==> run_1/drive_strength.png <==
Drawn at 2 px/um.
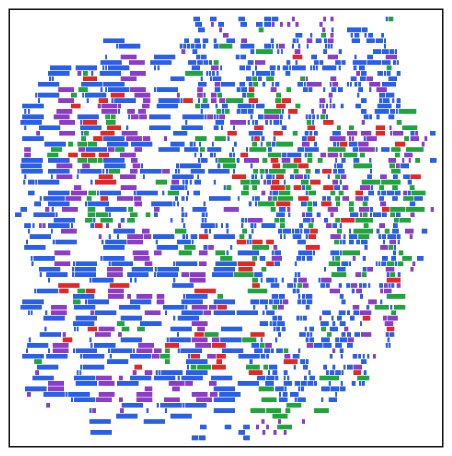
==> run_1/port_nets.png <==
Drawn at 1 px/um.
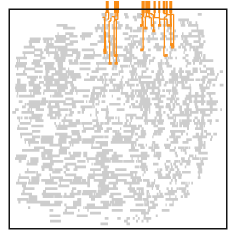
==> run_1/metal_stack.png <==
Drawn at 2 px/um. Only two layers are drawn.
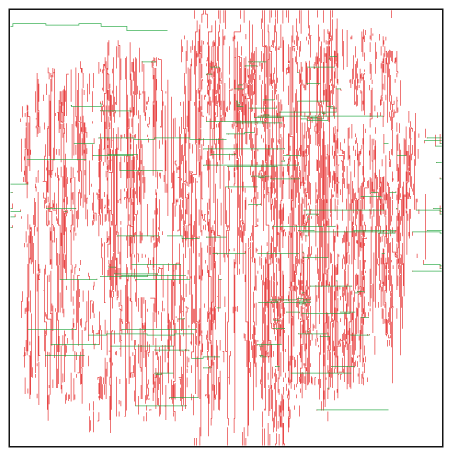
`config.mk`:
```
export PLATFORM = sky130hd
export DESIGN_NAME = risc_core_mc
export DESIGN_NICKNAME = d
export VERILOG_FILES = /design/src/rtl/risc_pkg.sv /design/src/rtl/risc_regfile.sv /design/src/rtl/risc_core_mc.sv
export SDC_FILE = /design/constraint.sdc
export NUM_CORES = 1
export LEC_CHECK = 0
export CELL_PAD_IN_SITES_DETAIL_PLACEMENT = 0
export CELL_PAD_IN_SITES_GLOBAL_PLACEMENT = 1
export CORE_AREA = 2 2 214 216
export CTS_BUF_LIST = sky130_fd_sc_hd__clkbuf_8
export DETAILED_ROUTE_END_ITERATION = 8
export DIE_AREA = 0 0 216 218
export GPL_TIMING_DRIVEN = 0
export HOLD_SLACK_MARGIN = 0.06
export PLACE_DENSITY_LB_ADDON = 0.1
export SYNTH_ARGS = -nofsm -noshare
export SYNTH_HDL_FRONTEND = slang
export SYNTH_SLANG_ARGS = --single-unit
```
`constraint.sdc`:
```
create_clock -name clk -period 2.71 [get_ports clk]
set_clock_uncertainty 0.05 [all_clocks]
set_input_delay 0.542 -clock clk [delete_from_list [all_inputs] [get_ports clk]]
set_output_delay 0.542 -clock clk [all_outputs]
set_load 0.005 [all_outputs]
```
`src/rtl/risc_pkg.sv`:
```
// Shared definitions for the multi-cycle RISC core: opcodes, FSM states,
// status bit positions and instruction field positions.
package risc_pkg;

  typedef enum logic [2:0] {
    ST_FETCH  = 3'd0,
    ST_DECODE = 3'd1,
    ST_EXEC   = 3'd2,
    ST_MEM    = 3'd3,
    ST_HALT   = 3'd4
  } state_e;

  localparam logic [3:0] OP_NOP  = 4'h0;
  localparam logic [3:0] OP_ADD  = 4'h1;
  localparam logic [3:0] OP_SUB  = 4'h2;
  localparam logic [3:0] OP_AND  = 4'h3;
  localparam logic [3:0] OP_OR   = 4'h4;
  localparam logic [3:0] OP_XOR  = 4'h5;
  localparam logic [3:0] OP_LDI  = 4'h6;
  localparam logic [3:0] OP_LD   = 4'h7;
  localparam logic [3:0] OP_ST   = 4'h8;
  localparam logic [3:0] OP_JMP  = 4'h9;
  localparam logic [3:0] OP_BRZ  = 4'hA;
  localparam logic [3:0] OP_BRN  = 4'hB;
  localparam logic [3:0] OP_HALT = 4'hF;

  localparam int SB_Z      = 0;
  localparam int SB_N      = 1;
  localparam int SB_C      = 2;
  localparam int SB_BUSERR = 3;
  localparam int SB_ILL    = 4;
  localparam int SB_STATE  = 5;

  localparam int IR_OP = 12;
  localparam int IR_W  = 9;
  localparam int IR_R  = 6;
  localparam int IR_S  = 3;
  localparam int IMM_W = 9;

endpackage

```
`src/rtl/risc_regfile.sv`:
```
// 8-entry register file: two combinational read ports, one synchronous
// write port, cleared by synchronous reset.
module risc_regfile #(
  parameter int DATA_W = 16
) (
  input  logic              clk,
  input  logic              rst,
  input  logic              we_i,
  input  logic [2:0]        wa_i,
  input  logic [DATA_W-1:0] wd_i,
  input  logic [2:0]        ra_i,
  input  logic [2:0]        rb_i,
  output logic [DATA_W-1:0] rd_a_o,
  output logic [DATA_W-1:0] rd_b_o
);

  logic [DATA_W-1:0] regs_q [8];

  always_ff @(posedge clk) begin
    if (rst) begin
      for (int i = 0; i < 8; i++) regs_q[i] <= '0;
    end else if (we_i) begin
      regs_q[wa_i] <= wd_i;
    end
  end

  assign rd_a_o = regs_q[ra_i];
  assign rd_b_o = regs_q[rb_i];

endmodule

```
`src/rtl/risc_core_mc.sv`:
```
// Multi-cycle RISC core (FETCH/DECODE/EXEC/MEM/HALT) with req/ack memory bus.
// Optional bus timeout abort is enabled by defining RISC_BUS_TIMEOUT_EN.
module risc_core_mc
  import risc_pkg::*;
#(
  parameter int                DATA_W      = 16,
  parameter int                ADDR_W      = 16,
  parameter logic [ADDR_W-1:0] RESET_PC    = '0,
  parameter int                TIMEOUT_CYC = 255
) (
  input  logic              clk,
  input  logic              reset,
  input  logic [DATA_W-1:0] D_in,
  input  logic              mem_ack,
  output logic [ADDR_W-1:0] address,
  output logic [DATA_W-1:0] D_out,
  output logic              mem_req,
  output logic              mw_en,
  output logic              halted,
  output logic [7:0]        status
);

  state_e            state_q, state_d;
  logic [ADDR_W-1:0] pc_q;
  logic [15:0]       ir_q;
  logic [DATA_W-1:0] opa_q, opb_q;
  logic              z_q, n_q, c_q, ill_q;
  logic              abort, bus_err;

  logic [3:0]        op;
  logic [DATA_W-1:0] imm_d, rd_a, rd_b, wr_data;
  logic [ADDR_W-1:0] off_a;
  logic [DATA_W:0]   alu_sum;
  logic              is_alu, wr_en;

  assign op     = ir_q[IR_OP+:4];
  assign imm_d  = {{(DATA_W-IMM_W){ir_q[IMM_W-1]}}, ir_q[IMM_W-1:0]};
  assign off_a  = {{(ADDR_W-IMM_W){ir_q[IMM_W-1]}}, ir_q[IMM_W-1:0]};
  assign is_alu = (op >= OP_ADD) && (op <= OP_XOR);

  risc_regfile #(.DATA_W(DATA_W)) u_rf (
    .clk    (clk),
    .rst    (reset),
    .we_i   (wr_en),
    .wa_i   (ir_q[IR_W+:3]),
    .wd_i   (wr_data),
    .ra_i   (ir_q[IR_R+:3]),
    .rb_i   (ir_q[IR_S+:3]),
    .rd_a_o (rd_a),
    .rd_b_o (rd_b)
  );

  // Carry is bit DATA_W; SUB uses Rr + ~Rs + 1 so C means "no borrow".
  always_comb begin
    alu_sum = '0;
    case (op)
      OP_ADD:  alu_sum = {1'b0, opa_q} + {1'b0, opb_q};
      OP_SUB:  alu_sum = {1'b0, opa_q} + {1'b0, ~opb_q} + {{DATA_W{1'b0}}, 1'b1};
      OP_AND:  alu_sum = {1'b0, opa_q & opb_q};
      OP_OR:   alu_sum = {1'b0, opa_q | opb_q};
      OP_XOR:  alu_sum = {1'b0, opa_q ^ opb_q};
      default: alu_sum = '0;
    endcase
  end

  assign wr_en   = !reset && (((state_q == ST_EXEC) && (is_alu || (op == OP_LDI))) ||
                              ((state_q == ST_MEM) && (op == OP_LD) && mem_ack));
  assign wr_data = (state_q == ST_MEM) ? D_in : ((op == OP_LDI) ? imm_d : alu_sum[DATA_W-1:0]);

`ifdef RISC_BUS_TIMEOUT_EN
  localparam int WAIT_W = $clog2(TIMEOUT_CYC + 1);
  logic [WAIT_W-1:0] wait_q;
  logic              bus_err_q;

  assign abort   = mem_req && !mem_ack && (wait_q == WAIT_W'(TIMEOUT_CYC - 1));
  assign bus_err = bus_err_q;

  always_ff @(posedge clk) begin
    if (reset) begin
      wait_q    <= '0;
      bus_err_q <= 1'b0;
    end else begin
      if (abort) bus_err_q <= 1'b1;
      if (mem_req && !mem_ack && !abort) wait_q <= wait_q + WAIT_W'(1);
      else                               wait_q <= '0;
    end
  end
`else
  assign abort   = 1'b0;
  assign bus_err = 1'b0;
`endif

  always_ff @(posedge clk) begin
    if (reset) state_q <= ST_FETCH;
    else       state_q <= state_d;
  end

  always_comb begin
    state_d = state_q;
    case (state_q)
      ST_FETCH:  if (abort) state_d = ST_HALT; else if (mem_ack) state_d = ST_DECODE;
      ST_DECODE: state_d = ST_EXEC;
      ST_EXEC: begin
        if ((op == OP_LD) || (op == OP_ST)) state_d = ST_MEM;
        else if (op == OP_HALT)             state_d = ST_HALT;
        else                                state_d = ST_FETCH;
      end
      ST_MEM:    if (abort) state_d = ST_HALT; else if (mem_ack) state_d = ST_FETCH;
      ST_HALT:   state_d = ST_HALT;
      default:   state_d = ST_FETCH;
    endcase
  end

  always_comb begin
    mem_req = 1'b0;
    mw_en   = 1'b0;
    D_out   = '0;
    address = pc_q;
    if (reset) begin
      address = RESET_PC;
    end else begin
      case (state_q)
        ST_FETCH: mem_req = 1'b1;
        ST_MEM: begin
          mem_req = 1'b1;
          address = opa_q[ADDR_W-1:0];
          if (op == OP_ST) begin
            mw_en = 1'b1;
            D_out = opb_q;
          end
        end
        default: ;
      endcase
    end
  end

  assign halted = (state_q == ST_HALT);

  always_comb begin
    status                 = '0;
    status[SB_STATE+:3]    = state_q;
    status[SB_ILL]         = ill_q;
    status[SB_BUSERR]      = bus_err;
    status[SB_C]           = c_q;
    status[SB_N]           = n_q;
    status[SB_Z]           = z_q;
  end

  // Operands are captured in DECODE so EXEC and MEM work from stable copies.
  always_ff @(posedge clk) begin
    if (state_q == ST_DECODE) begin
      opa_q <= rd_a;
      opb_q <= rd_b;
    end
  end

  always_ff @(posedge clk) begin
    if (reset) begin
      pc_q  <= RESET_PC;
      ir_q  <= '0;
      z_q   <= 1'b0;
      n_q   <= 1'b0;
      c_q   <= 1'b0;
      ill_q <= 1'b0;
    end else begin
      if ((state_q == ST_FETCH) && mem_ack) begin
        ir_q <= D_in[15:0];
        pc_q <= pc_q + ADDR_W'(1);
      end
      if (state_q == ST_EXEC) begin
        if (is_alu) begin
          z_q <= (alu_sum[DATA_W-1:0] == '0);
          n_q <= alu_sum[DATA_W-1];
        end
        if ((op == OP_ADD) || (op == OP_SUB)) c_q <= alu_sum[DATA_W];
        if (op == OP_JMP)          pc_q <= opa_q[ADDR_W-1:0];
        if ((op == OP_BRZ) && z_q) pc_q <= pc_q + off_a;
        if ((op == OP_BRN) && n_q) pc_q <= pc_q + off_a;
        if ((op >= 4'hC) && (op <= 4'hE)) ill_q <= 1'b1;
      end
    end
  end

endmodule

```
==> impl_metrics.py, run 1 <==
# Generated from Yosys and OpenROAD reports
metrics = {
    "logic_synthesis": {
        "numSynthFlops": 199,
        "yosysTopAreaCell": "edfxtp_1",
        "yosys_warnings": 0,
        "simple_gate_area_frac": 0.166,
    },
    "drt": {
        "met2_length_um": 25200,
        "dr.max_layer_used": "met4",
        "wl_met3_um": 1860,
    },
    "cells_and_area": {
        "lay_top_count": "edfxtp_1",
        "drive_above_1_share": 0.387,
        "clk_share": 0.0229,
    },
    "clocking": {
        "cts_root_buf": "clkbuf_8",
        "ctsResizeCount": 366,
    },
    "pwr": {
        "pwr-share-clk": 0.250,
        "p_leak_nw": 6.60,
        "power_frac_comb": 0.312,
        "switching_share": 0.328,
        "p_per_area_nw_per_um2": 455,
    },
    "final_timing": {
        "max_freq_ghz": 0.284,
        "finalWorstSetupSlack_ns": -0.815,
        "worstMarginPinSlew_ns": 1.09,
        "drv_slew": 0,
        "setup_viol": 152,
    },
    "die": {
        "die_y_um": 218,
    },
    "outcome": {
        "failed_checks": "setup timing",
        "run_status": "complete, but fails checks",
    },
    "hold_path": {
        "hp-start": "ir_q[9]",
        "worstHoldPathType": "reg2reg",
    },
    "critical_path": {
        "worst-r2r-setup-slack_ns": -0.82,
        "crit_start": "opa_q[0]",
        "path_depth": 13,
        "start_kind": "flop",
        "worst-path-buf-inv": 3,
    },
    "placement": {
        "dp_worst_setup_slack_ns": -1.43,
    },
    "global_routing": {
        "grt_max_degree": 33,
        "grt.busiest_layer": "met2",
    },
}
## Picture notes: drive_strength.png
| color | size | cells | share |
|---|---|---|---|
| red | drive 6 and up | 87 | 5.9% |
| green | drive 3 to 4 | 205 | 14% |
| purple | drive 2 | 283 | 19% |
| blue | drive 1 or less | 912 | 61% |
bufs w/o clock: 267
post-route setup slack: -0.815 ns
Area Overhead vs Synth: 34.1%

## Picture notes: port_nets.png
| color | port | bits | direction | edge | end cells | wire |
|---|---|---|---|---|---|---|
| orange | address | 16 | output | top | 16 | 569 um |
number of top-level pins: 62
buffers added on ports: 60

## Picture notes: metal_stack.png
| color | layer | wire length |
|---|---|---|
| red | met2 | 25.2 mm |
| green | met3 | 1,860 um |
WL/cell: 24.9 um
Vias: 11,100
Post-Route WL: 52,000 um
total track usage: 0.220

==> run 2: changes to the inputs <==
--- a/config.mk
+++ b/config.mk
@@ -5,6 +5,7 @@
 export SDC_FILE = /design/constraint.sdc
 export NUM_CORES = 1
 export LEC_CHECK = 0
+export ABC_CLOCK_PERIOD_IN_PS = 2710
 export CELL_PAD_IN_SITES_DETAIL_PLACEMENT = 0
 export CELL_PAD_IN_SITES_GLOBAL_PLACEMENT = 1
 export CORE_AREA = 2 2 214 216
==> run_2/metal_stack.png <==
Drawn at 2 px/um. Only two layers are drawn.
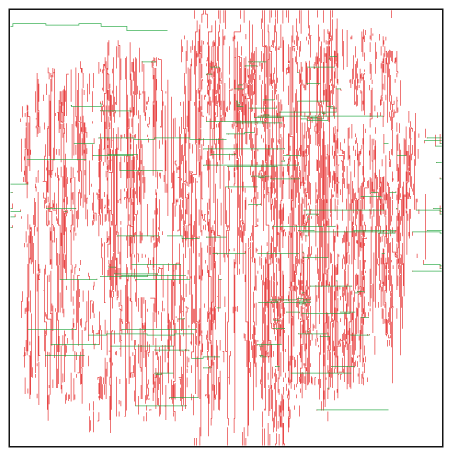
| color | layer | wire length |
|---|---|---|
| green | met3 | 1,860 um |
| red | met2 | 25.2 mm |

==> run_2/final_placement.png <==
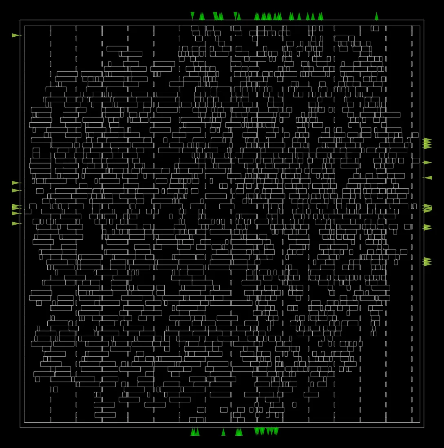
Fillers: 4,406
sequential cell area share: 0.314
Rows: 78
Core Footprint: 44,900 um2

==> run_2/drive_strength.png <==
Drawn at 2 px/um.
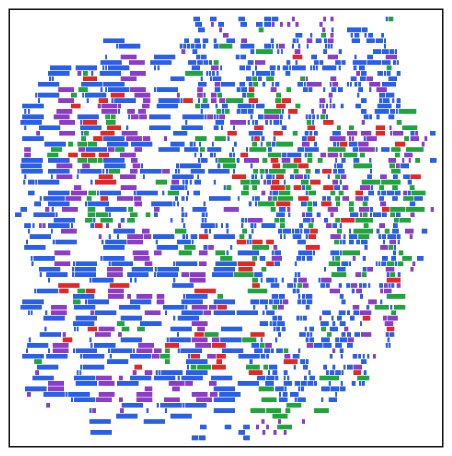
| color | size | cells | share |
|---|---|---|---|
| red | drive 6 and up | 87 | 5.9% |
| blue | drive 1 or less | 912 | 61% |
| green | drive 3 to 4 | 205 | 14% |
| purple | drive 2 | 283 | 19% |
Non-Filler Cell Area, Final: 17,900 um2

==> run 2 against run 1 <==
Against the previous run: the flow still finishes with violations (setup timing); clock-buffer cell count is the same; first-iteration DRC count did not move; global-route usage stayed put; clock power hardly changed; total power unchanged; via count is the same; synthesized cell count is the same; worst setup slack stayed put; largest cell class unchanged.
==> impl_metrics.py, run 2 <==
# Generated from Yosys and OpenROAD reports
metrics = {
    "pwr": {
        "p_leak_nw": 6.60,
        "pwr-share-clk": 0.250,
        "switching_share": 0.328,
    },
    "clocking": {
        "cts_root_buf": "clkbuf_8",
    },
    "drt": {
        "dr.max_layer_used": "met4",
        "vias": 11100,
        "met2_length_um": 25200,
        "wl_met3_um": 1860,
    },
    "final_timing": {
        "worstMarginPinSlew_ns": 1.09,
        "drv_slew": 0,
        "max_freq_ghz": 0.284,
        "setup_viol": 152,
        "finalWorstSetupSlack_ns": -0.815,
    },
    "hold_path": {
        "hp-start": "ir_q[9]",
        "worstHoldPathType": "reg2reg",
    },
    "critical_path": {
        "worst-path-buf-inv": 3,
        "path_depth": 13,
        "crit_start": "opa_q[0]",
        "start_kind": "flop",
    },
    "global_routing": {
        "grt_max_degree": 33,
        "track_usage": 0.220,
    },
    "cells_and_area": {
        "n_all_buffers": 267,
        "drive_above_1_share": 0.387,
        "lay_top_count": "edfxtp_1",
        "clk_share": 0.0229,
    },
    "outcome": {
        "failed_checks": "setup timing",
        "run_status": "complete, but fails checks",
    },
    "die": {
        "die_y_um": 218,
        "io_pins": 62,
    },
    "logic_synthesis": {
        "simple_gate_area_frac": 0.166,
        "numSynthFlops": 199,
        "yosysTopAreaCell": "edfxtp_1",
    },
}
Power and IR drop assume default switching activity.
